===== src/rtl/gl_pkg.sv =====
// Shared definitions for the triangle assembly stage: data widths, field
// offsets inside the packed vertex/color words, and the assembler state encoding.
package gl_pkg;

  localparam int VERTEX_W = 96;
  localparam int COLOR_W  = 96;
  localparam int ENTRY_W  = VERTEX_W + COLOR_W;

  // Field positions within a 96-bit vertex {x, y, z} or color {r, g, b}.
  localparam int X_HI = 95;
  localparam int Y_HI = 63;
  localparam int Z_HI = 31;
  localparam int R_HI = 95;
  localparam int G_HI = 63;
  localparam int B_HI = 31;
  localparam int FIELD_W = 32;

  typedef enum logic [1:0] {
    ASM0 = 2'd0,
    ASM1 = 2'd1,
    ASM2 = 2'd2,
    EMIT = 2'd3
  } asm_state_t;

endpackage


===== src/rtl/vertex_sync_fifo.sv =====
// Single-clock FIFO holding {vertex, color} entries; read data is the entry at
// the read pointer, and a write becomes visible only after its clock edge.
module vertex_sync_fifo #(
  parameter int DEPTH  = 8,
  parameter int ADDR_W = 3,
  parameter int WIDTH  = 192
) (
  input  logic              clk,
  input  logic              reset,
  input  logic              push,
  input  logic              pop,
  input  logic [WIDTH-1:0]  wdata,
  output logic [WIDTH-1:0]  rdata,
  output logic              full,
  output logic              empty,
  output logic [ADDR_W:0]   count
);

  logic [WIDTH-1:0]  mem [DEPTH];
  logic [ADDR_W-1:0] wr_ptr;
  logic [ADDR_W-1:0] rd_ptr;
  logic [ADDR_W:0]   count_next;
  logic              do_push;
  logic              do_pop;

  // Room is judged on the registered count, so a same-cycle pop never makes
  // space for a push.
  assign do_push = push && !full;
  assign do_pop  = pop && !empty;
  assign empty   = (count == '0);
  assign rdata   = mem[rd_ptr];

  always_comb begin
    count_next = count;
    case ({do_push, do_pop})
      2'b10:   count_next = count + (ADDR_W+1)'(1);
      2'b01:   count_next = count - (ADDR_W+1)'(1);
      default: count_next = count;
    endcase
  end

  always_ff @(posedge clk) begin
    if (reset) begin
      wr_ptr <= '0;
      rd_ptr <= '0;
      count  <= '0;
      full   <= 1'b0;
    end else begin
      if (do_push) wr_ptr <= wr_ptr + ADDR_W'(1);
      if (do_pop)  rd_ptr <= rd_ptr + ADDR_W'(1);
      count <= count_next;
      full  <= (count_next == (ADDR_W+1)'(DEPTH));
    end
  end

  always_ff @(posedge clk) begin
    if (do_push) mem[wr_ptr] <= wdata;
  end

endmodule


===== src/rtl/triangle_assembler.sv =====
// Buffers transformed vertices, groups every three into a triangle and hands
// the triangle to the rasterizer.
module triangle_assembler
  import gl_pkg::*;
#(
  parameter int DEPTH  = 8,
  parameter int ADDR_W = 3
) (
  input  logic                clk,
  input  logic                reset,
  input  logic                fifo_write_en,
  input  logic [VERTEX_W-1:0] vertex_in,
  input  logic [COLOR_W-1:0]  color_in,
  output logic                fifo_full,
  output logic [ADDR_W:0]     fifo_count,
  output logic                overflow,
  input  logic                flush,
  output logic                tri_valid,
  input  logic                tri_ready,
  output logic [VERTEX_W-1:0] tri_v0,
  output logic [VERTEX_W-1:0] tri_v1,
  output logic [VERTEX_W-1:0] tri_v2,
  output logic [COLOR_W-1:0]  tri_c0,
  output logic [COLOR_W-1:0]  tri_c1,
  output logic [COLOR_W-1:0]  tri_c2,
  output logic [1:0]          asm_state
);

  asm_state_t         state;
  logic [ENTRY_W-1:0] rdata;
  logic               fifo_empty;
  logic               pop;

  vertex_sync_fifo #(
    .DEPTH  (DEPTH),
    .ADDR_W (ADDR_W),
    .WIDTH  (ENTRY_W)
  ) u_fifo (
    .clk   (clk),
    .reset (reset),
    .push  (fifo_write_en),
    .pop   (pop),
    .wdata ({vertex_in, color_in}),
    .rdata (rdata),
    .full  (fifo_full),
    .empty (fifo_empty),
    .count (fifo_count)
  );

  assign pop       = !flush && (state != EMIT) && !fifo_empty;
  assign asm_state = state;

  always_ff @(posedge clk) begin
    if (reset) overflow <= 1'b0;
    else if (fifo_write_en && fifo_full) overflow <= 1'b1;
  end

  // Handshake: tri_valid rises with the third slot load and the slots stay
  // frozen until a cycle with tri_valid && tri_ready; only flush or reset may
  // withdraw a triangle that has not been accepted.
  always_ff @(posedge clk) begin
    if (reset) begin
      state     <= ASM0;
      tri_valid <= 1'b0;
      tri_v0    <= '0;
      tri_v1    <= '0;
      tri_v2    <= '0;
      tri_c0    <= '0;
      tri_c1    <= '0;
      tri_c2    <= '0;
    end else if (flush) begin
      state     <= ASM0;
      tri_valid <= 1'b0;
    end else begin
      case (state)
        ASM0: if (pop) begin
          tri_v0 <= rdata[ENTRY_W-1:COLOR_W];
          tri_c0 <= rdata[COLOR_W-1:0];
          state  <= ASM1;
        end
        ASM1: if (pop) begin
          tri_v1 <= rdata[ENTRY_W-1:COLOR_W];
          tri_c1 <= rdata[COLOR_W-1:0];
          state  <= ASM2;
        end
        ASM2: if (pop) begin
          tri_v2    <= rdata[ENTRY_W-1:COLOR_W];
          tri_c2    <= rdata[COLOR_W-1:0];
          state     <= EMIT;
          tri_valid <= 1'b1;
        end
        EMIT: if (tri_ready) begin
          state     <= ASM0;
          tri_valid <= 1'b0;
        end
        default: state <= ASM0;
      endcase
    end
  end

endmodule


===== config.mk =====
export PLATFORM = sky130hd
export DESIGN_NAME = triangle_assembler
export DESIGN_NICKNAME = d
export VERILOG_FILES = /design/src/rtl/gl_pkg.sv /design/src/rtl/vertex_sync_fifo.sv /design/src/rtl/triangle_assembler.sv
export SDC_FILE = /design/constraint.sdc
export NUM_CORES = 2
export LEC_CHECK = 0
export CAP_MARGIN = 30
export CORE_MARGIN = 2
export CORE_UTILIZATION = 30
export DETAILED_ROUTE_END_ITERATION = 8
export PLACE_DENSITY_LB_ADDON = 0.05
export SLEW_MARGIN = 40
export SYNTH_ARGS = -nofsm -noshare
export SYNTH_HDL_FRONTEND = slang
export SYNTH_SLANG_ARGS = --single-unit

===== constraint.sdc =====
create_clock -name clk -period 23.4 [get_ports clk]
set_input_delay 2.34 -clock clk [delete_from_list [all_inputs] [get_ports clk]]
set_output_delay 2.34 -clock clk [all_outputs]
set_load 0.01 [all_outputs]

flops_by_reg.png
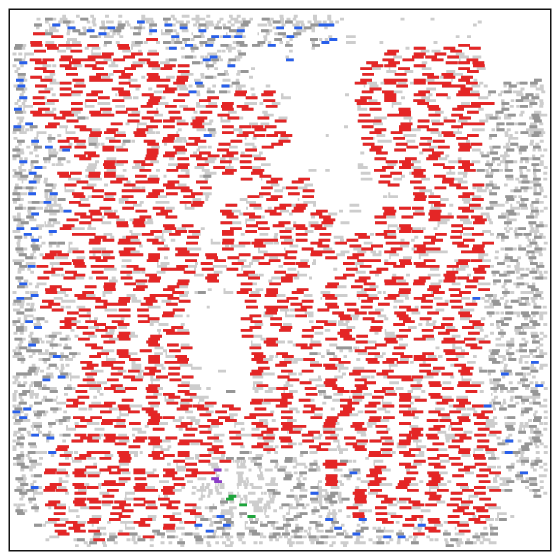
legend:
  u_fifo.mem:
    color: red
    placed_flops: 1536
    where: widely spread
  tri_c1:
    color: blue
    placed_flops: 96
    where: widely spread
  u_fifo.wr_ptr:
    color: purple
    placed_flops: 3
  u_fifo.count:
    color: green
    placed_flops: 4
    where: south
not colored: 491
Core Util, Final: 38.2%
P_seq: 4.40 mW
Flop area: 0.0580 mm2
flop share of the area: 61.0%

metal_density.png
Scale bar: 200 um. The die is cut into 25 by 25 equal tiles; black is low, pale yellow is high, scaled to the fullest tile. Values are wire area over tile area, all layers added.
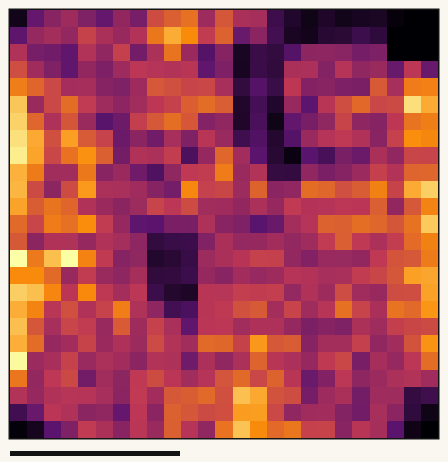
tiles over half the peak: 37%
nearly empty tiles: 1.8%
mean over tiles: 0.14

detail.png
Scale bar: 20 um. Region (101, 101) to (151, 151) um. Cells in gray, sequential cells in the stronger gray; small squares are vias.
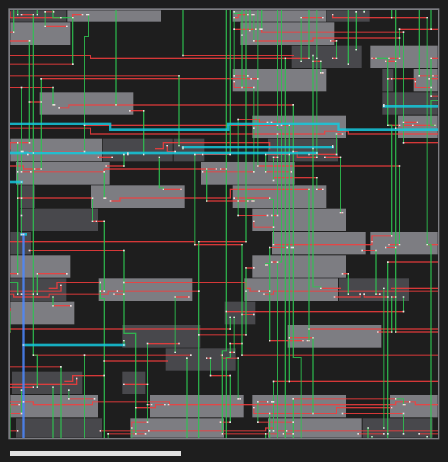
legend:
  metal 1:
    color: red
  metal 2:
    color: green
  metal 4:
    color: blue
  metal 3:
    color: cyan
sequential cells in the window: 28
cells with their middle in the window: 48
most frequent: edfxtp_1 (28), mux4_2 (9), clkbuf_16 (3)
netlist names of flops here include: u_fifo.mem (28)

==> flow_summary_export.csv <==
group,metric,value,unit
run_status,status,"complete, no violations",
final_timing,fin_hold_ws,460,ps
global_route,first_global_vias,40800,
final_layout,largest_cell_class,"flip-flops and latches",
final_timing,rsz0062_at_grt,"false",
global_route,met3_usage,4.55,%
floorplan,dieArea,0.255,mm2
clocking,cts_hold_buffers,0,
place,dp_slack,16480,ps
detailed_routing,ant_nets,0,
final_layout,area_growth,26.4,%
final_timing,finalMaxSlewViolations,0,
setup_path,critPathMaxFanout,48,
clocking,root_buffer,"clkbuf_16",
hold_path,hp-class,"reg -> reg",
pwr,p_int,7.19,mW
final_timing,post-route-min-period,5910,ps
final_timing,hold_viol,0,
setup_path,regToRegSetupSlack,18630,ps
detailed_routing,viasPerCell,4.80,
synth,async_flop_share,0,%
place,place_area,0.0875,mm2
global_route,grt_max_degree,123,
pwr,p_clk_share,36.1,%
final_timing,fmax,0.169,GHz
final_layout,nFillCells,23000,
final_layout,fin_nets,4691,
global_route,grt_pass1_wl,316000,um
pwr,peakVddDrop,0.0641,mV
final_layout,n_all_inverters,4,
final_layout,lay_top_cells,"edfxtp_1 (1536), clkdlybuf4s50_1 (780), dfxtp_1 (591)",
final_timing,finalClockPeriodUsage,25.3,%
Power figures rest on the tool's default switching activity, not on a simulated workload.
